Fig. 1: cell area per tile
The die is cut into 9 by 9 equal tiles; white is low, dark blue is high, 0 to 100% covered.
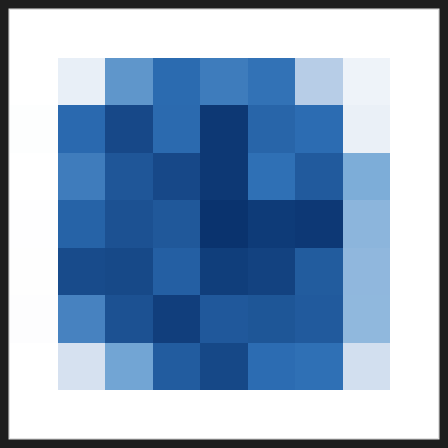
Fig. 2: metal 4
The bar under the picture is 20 µm long. Supply wires on this layer in grey. Cells faint in the background.
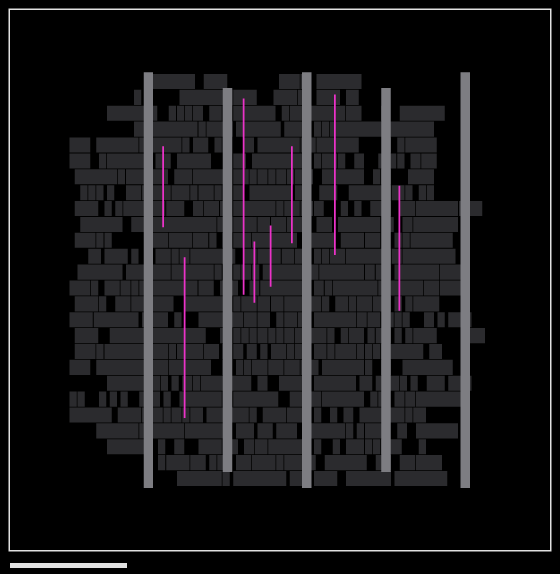
Fig. 3: placed cells, one colour a class
The bar under the picture is 20 µm long. Fill, decap, tap and diode cells in grey.
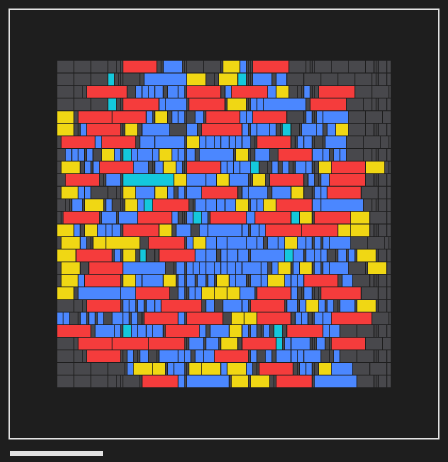
Fig. 4: track usage over the die
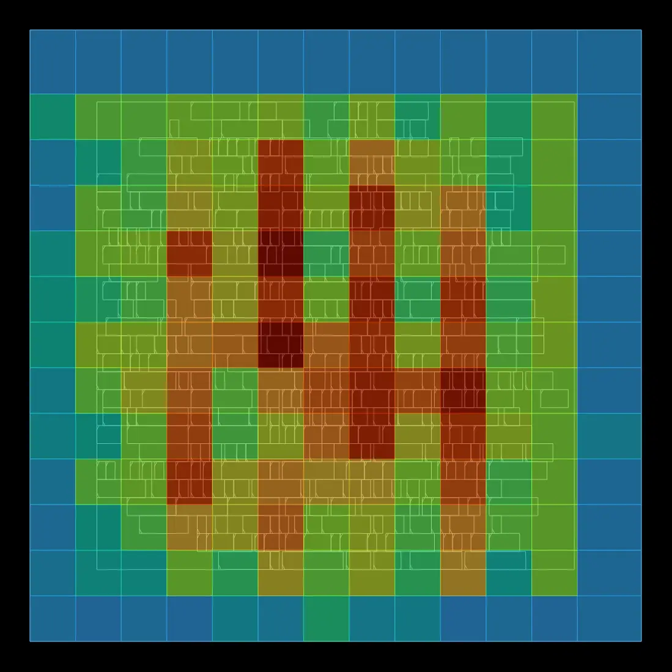
==> config.mk <==
export PLATFORM = sky130hd
export DESIGN_NAME = ui_debounce_capture
export DESIGN_NICKNAME = d
export VERILOG_FILES = /design/src/rtl/ui_debounce_capture.sv
export SDC_FILE = /design/constraint.sdc
export NUM_CORES = 1
export LEC_CHECK = 0
export ABC_AREA = 1
export ABC_CLOCK_PERIOD_IN_PS = 1300
export CORE_MARGIN = 10
export CORE_UTILIZATION = 52
export CTS_BUF_LIST = sky130_fd_sc_hd__clkbuf_2
export CTS_CLUSTER_DIAMETER = 80
export DETAILED_ROUTE_END_ITERATION = 6
export GPL_TIMING_DRIVEN = 1
export PLACE_DENSITY = 0.86
export SLEW_MARGIN = 10
export SYNTH_ARGS = -nofsm -noshare
export SYNTH_HDL_FRONTEND = slang
export SYNTH_SLANG_ARGS = --single-unit
export TNS_END_PERCENT = 100
==> constraint.sdc <==
create_clock -name clk -period 1.3 [get_ports clk]
set_input_delay 0.325 -clock clk [delete_from_list [all_inputs] [get_ports clk]]
set_output_delay 0.325 -clock clk [all_outputs]
set_load 0.02 [all_outputs]
==> run notes <==
The async set or reset register ratio after synthesis works out to 0. The flow ran to the end, but the final reports show violations. In this run, the number of DRC markers left after iteration 0 of detailed routing was 168. The run gives 10 as the count of clock buffers in the final design.

The tools report the total global routing track utilization as 0.140. The critical path contains buffers and inverters numbering 0 combined. With the worst slew margin relative to its limit at 0.800, the reported clock group power is 1.11 mW. The start-to-end type of the worst setup path is flop to flop. The register with the most flip-flops in the layout has 32 of them. The synthesis stat section lists a flop and latch total of 66. The tools report the slack of the worst reg-to-reg path as -0.1 ns. The run gives 0 for the number of antenna violations at the first check in global routing. The tree built by TritonCTS fans out to 66 sinks.

After synthesis, the mean cell area works out to 8.13 µm². The synthesized netlist contains 24 unique library cells. The proportion of power drawn by combinational gates came out at 0.042. The adder and majority cell fraction of the synthesized area was 0.0366. The checks that failed: negative setup slack. The first-pass GRT wire length was 9700 µm.

In the hold timing report, the worst path depth is 3. The proportion of synthesized chip area in sequential cells came out at 0.484. With the final setup violation count at 29, the final setup slack of the worst path is -0.0977 ns. Per STA, the worst path is made up of ha_4 -> and3_4 -> nand2_4 -> nand2_4 -> nor2_8 -> nand4_1 -> a21oi_2.

The largest fanout of any net on the critical path was 6. TritonCTS built the clock tree. Multi-input gate share of the layout cell area: 0.363.

The dominant register cell is sky130_fd_sc_hd__dfxtp_1. According to the cell report, the number of logic gates is 205. Buffers added to address setup during post-CTS repair amount to 6. For this run the detailed placement stage logged an HPWL of 3900 µm.

The worst ir drop on vdd was 0.000736 V. The non-clock buffer share of cell area is 0.169. The detailed router reports a met2 wire length of 3030 µm. Clock skew on the completed layout was measured at 0.0227 ns. CTS added clock buffers totalling 9. The run gives 0.484 for the portion of synthesized cell area occupied by the leading cell type.

The power report lists cell-internal power as 2.53 mW. Ranked by instance count, the synthesized netlist is headed by sky130_fd_sc_hd__dfxtp_1 (66), sky130_fd_sc_hd__inv_1 (56), sky130_fd_sc_hd__nand2_1 (53). The floorplan report lists the tap cell count as 70. During placement, the flow inserted port buffers numbering 28. The final critical-path share of the clock period is 1.08. The critical path endpoint has a required time of 1.73 ns. With the number of flops mapped to enable cells by yosys at 0, the logic area is 0.00137 mm². The run gives 336 for the number of instances in the synthesized netlist. The die is 92.5 µm tall.

The count of cells in the finished layout, fillers not included, comes to 483. Once the clock tree was built, the resizer swapped 153 gates to a different size.
About Fig. 1:
fullest tile: 99%
emptiest ninth of the die: north-east
nearly empty tiles: 40%
tiles over 75% full: 38%
densest ninth of the die: centre
mean over tiles: 43%
core box area: 0.00511 mm²
utilization after layout: 0.739
starting density of the core: 0.535

About Fig. 2:
longest straight run: 33.3 µm
share of all routed wire: 2.6%
wire length on this layer: 159 µm
total wirelength of the detailed-routed design: 6040 µm
number of vias in the routed layout: 2355

About Fig. 3:
| colour | class | cells |
|---|---|---|
| cyan | clock drivers and dummy loads | 15 |
| yellow | other buffers and delay cells | 71 |
| red | flops | 66 |
| blue | combinational and other logic | 261 |
share of the final layout cell area in sequential cells: 0.364
number of cell rows: 26
final design instance area without fill: 0.00377 mm²

About Fig. 4:
met3 usage in global routing: 0.0436
Most Used Layer, Global Route: met2
met1 track utilization from global routing: 0.149
met2 demand-to-capacity share in global routing: 0.236

Power and IR drop assume default switching activity.
